==> config.mk <==
export PLATFORM = sky130hd
export DESIGN_NAME = mash_noise_cancel_flat
export DESIGN_NICKNAME = d
export VERILOG_FILES = /design/src/rtl/mash_noise_cancel_if.sv /design/src/rtl/mash_noise_cancel.sv /design/src/flat_wrapper.sv
export SDC_FILE = /design/constraint.sdc
export NUM_CORES = 1
export LEC_CHECK = 0
export CAP_MARGIN = 20
export CORE_MARGIN = 10
export CORE_UTILIZATION = 42
export CTS_CLUSTER_DIAMETER = 200
export DETAILED_ROUTE_END_ITERATION = 8
export MAX_ROUTING_LAYER = met4
export PLACE_DENSITY = 0.67
export SLEW_MARGIN = 20
export SYNTH_ARGS = -nofsm -noshare
export SYNTH_HDL_FRONTEND = slang
export SYNTH_SLANG_ARGS = --single-unit
==> constraint.sdc <==
create_clock -name i_clk -period 10.3 [get_ports i_clk]
set_clock_uncertainty 0.05 [all_clocks]
set_input_delay 2.06 -clock i_clk [delete_from_list [all_inputs] [get_ports i_clk]]
set_output_delay 2.06 -clock i_clk [all_outputs]
set_load 0.01 [all_outputs]
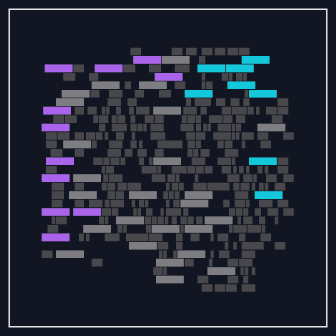
Fig. 1. Where the registers sit.
Other sequential cells in the stronger gray, the rest of the logic in the fainter gray.
Key: `u_core.bus.o_div` = cyan [placed flops 8]; `u_core.bus.o_avg` = purple [placed flops 11]
power in sequential cells: 0.196 mW
footprint of the flip-flops and latches: 1100 um2
fraction of area in registers: 32.8%

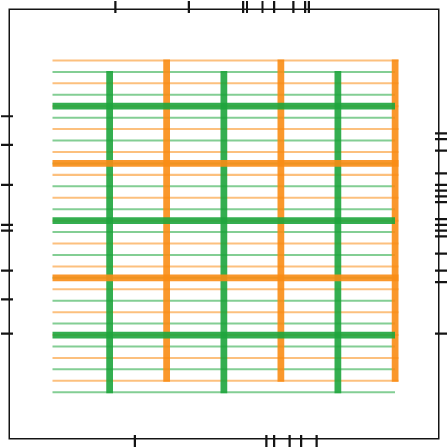
Fig. 2. Floorplan with the power grid.
Pins as bars on the die edge.
Key: VDD = orange; VSS = green
5 straps on met5. 39 signal pins sit on the boundary. The core has 29 rows.
core box area: 6420 um2
die span in y: 102 um
Peak supply drop: 0.0696 mV
chip width: 102 um

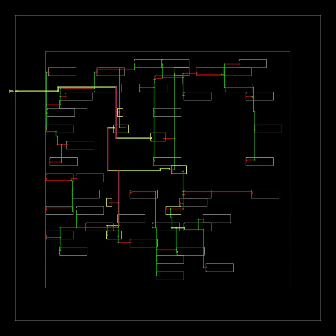
Fig. 3. The clock network.
number of clock sinks: 44
clock latency reported for the late side of the worst-skew pair: 300 ps
tally of clock buffers in the finished layout: 6
number of sequential storage elements: 44

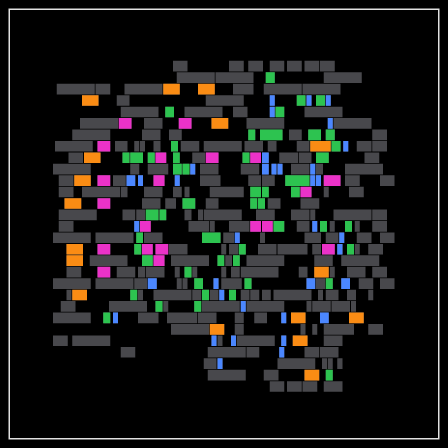
Fig. 4. Gate families picked out.
Key: non-inverting ao/oa cells = magenta [cells 20, most used a22o_1]; aoi and oai cells = green [cells 50, most used o21ai_0]; nor cells = blue [cells 36, most used nor2_1]; mux cells = orange [cells 17, most used mux2_2]
multi-input gate share of total cell area: 48.3%
most used logic cell in the final layout: sky130_fd_sc_hd__dfrtp_1

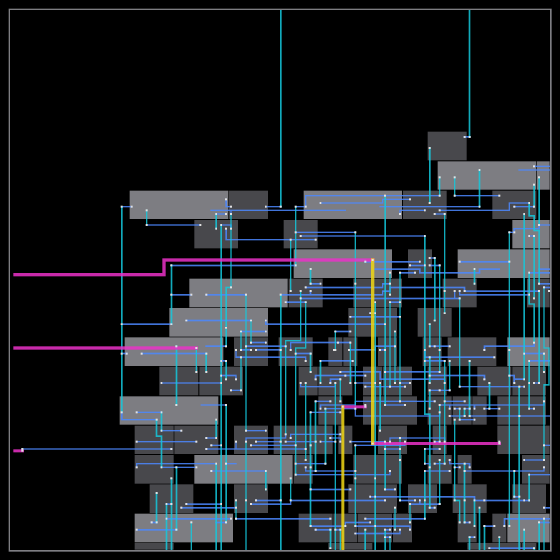
Fig. 5. Layout detail.
Window x 0 to 50, y 51 to 101 um. Cells in gray, sequential cells in the stronger gray; small squares are vias.
Key: metal 2 = cyan; metal 3 = magenta; metal 4 = yellow; metal 1 = blue
Most frequent: dfrtp_1 (11), mux2_2 (7). Sequential cells in the window: 11. 72 logic cells have their middle in the window.

==> datasheet_impl.txt <==
Physical implementation characteristics

Parameter                              Value

STA
  Top achievable clock speed    0.168 GHz
  Final setup margin    4330 ps
  Hold slack    433 ps
  Final setup violation count    0
  Actual transition at the worst max-transition pin    1010 ps
  RSZ-0062 raised after global routing    no
  Count of final max-slew check failures    0
  Total Neg Setup Slack    0 ps

Hold path
  Class of the worst hold path    flip-flop to flip-flop

GRT
  Total routing resource utilization after global routing    12.9%
  GRT met1 Usage    15.5%
  First-pass GRT wire length    10,500 um
  Met2 track utilization from global routing    21.1%
  Number of global-route vias before repair    2,253
  Largest net degree at the start of global routing    45
  Global routing met3 resource utilization    2.72%

Layout
  Nets    364
  Logic area    1620 um2
  Non-clock buffer area fraction after layout    11.6%
  Util after Layout    52.3%
  Diodes inserted    0
  Non-clock buffer total of the final layout    39
  Most frequent cells in the layout    44 x sky130_fd_sc_hd__dfrtp_1, 38 x sky130_fd_sc_hd__clkdlybuf4s50_1, 29 x sky130_fd_sc_hd__nor2_1
  Fraction of layout instances using a drive strength above 1    8.78%
  Clock buf/inv share    2.76%
  Layout-stage area growth over the synthesis result    19.5%

Yosys
  Synthesized area per cell    10.1 um2
  Number of cells produced by synthesis    278
  Biggest area cells    sky130_fd_sc_hd__dfrtp_1 39%, sky130_fd_sc_hd__ha_1 12%, sky130_fd_sc_hd__nor2_1 3.9%
  Async set-or-reset flop fraction in the synthesized netlist    100%
  Chip area estimate from yosys synthesis    2810 um2
  Synth Seq Share    39.2%
  Post-synthesis register bit count    44
  Largest area contributor in the synthesized netlist    sky130_fd_sc_hd__dfrtp_1
  Post-Syn Area    2810 um2
  Dominant flop cell    sky130_fd_sc_hd__dfrtp_1
  Number of synthesis warnings    0

Floorplan
  Io pins    39
  Die Outline Area    10,400 um2

Power and ir drop
  Static leakage power    1.60 nW
  Pwr Total    0.429 mW

Run status
  Outcome    finished, final reports clean

Critical path
  Max stage delay on crit path    430 ps
  CP Class    input pin to flip-flop
  Most common cell type on the critical path    sky130_fd_sc_hd__ha_1
  Crit. End Element    flip-flop
  Delay-heaviest family, CP    adder cells
  CP cell instances    clkdlybuf4s50_1, ha_1, inv_1, ha_1, nand2_1, o21ai_0, fa_1, ha_1, xnor2_1, a21oi_1, nor2b_1, ha_1, a21o_1, a221oi_2, o2bb2ai_1, mux2i_2, o22ai_1, nor2_1

Clock tree
  Maximum buffer depth of the clock tree    2
  Number of instances resized during post-cts repair    0
  Hold-fix buffers, CTS    0
  Number of buffers inserted to repair setup after CTS    0
  Clock-pin transition on the worst setup and hold timing paths    80 ps

Drt
  Routed Wire Length    6210 um
  Met2 wirelength from detailed routing    2980 um
  Routed wirelength normalized by instance count    15.7 um
  Topmost layer with routed signal wires    met4

Placed design
  Placer congestion estimate    0.839
  Pre-CTS setup slack    4000 ps
  Placed cell count    388
  Placed standard-cell area    3260 um2

Flow run
  Number of logged tool warnings    27
==> kinds of logic (layout without fill, tap and decap cells) <==
| family | Yosys count | after routing | synth area share, % |
|---|---|---|---|
| AOI/OAI and AO/OA | 70 | 70 | 17.2 |
| xor gates and xnor gates | 21 | 21 | 7.04 |
| adders and majority gates | 29 | 29 | 13.7 |
| buffers and inverters | 21 | 62 | 3.03 |
| DFF | 44 | 44 | 39.2 |
| muxes | 17 | 17 | 6.60 |
| and+or+nand+nor | 76 | 76 | 13.1 |
==> power by group <==
group | total (mW) | internal (mW) | switching, mW
Clock | 0.114 | 0.0536 | 0.0608
Sequential | 0.196 | 0.187 | 0.00884
Combinational | 0.119 | 0.0587 | 0.0604
No activity file was given, so power comes from the tool's default toggle rates.
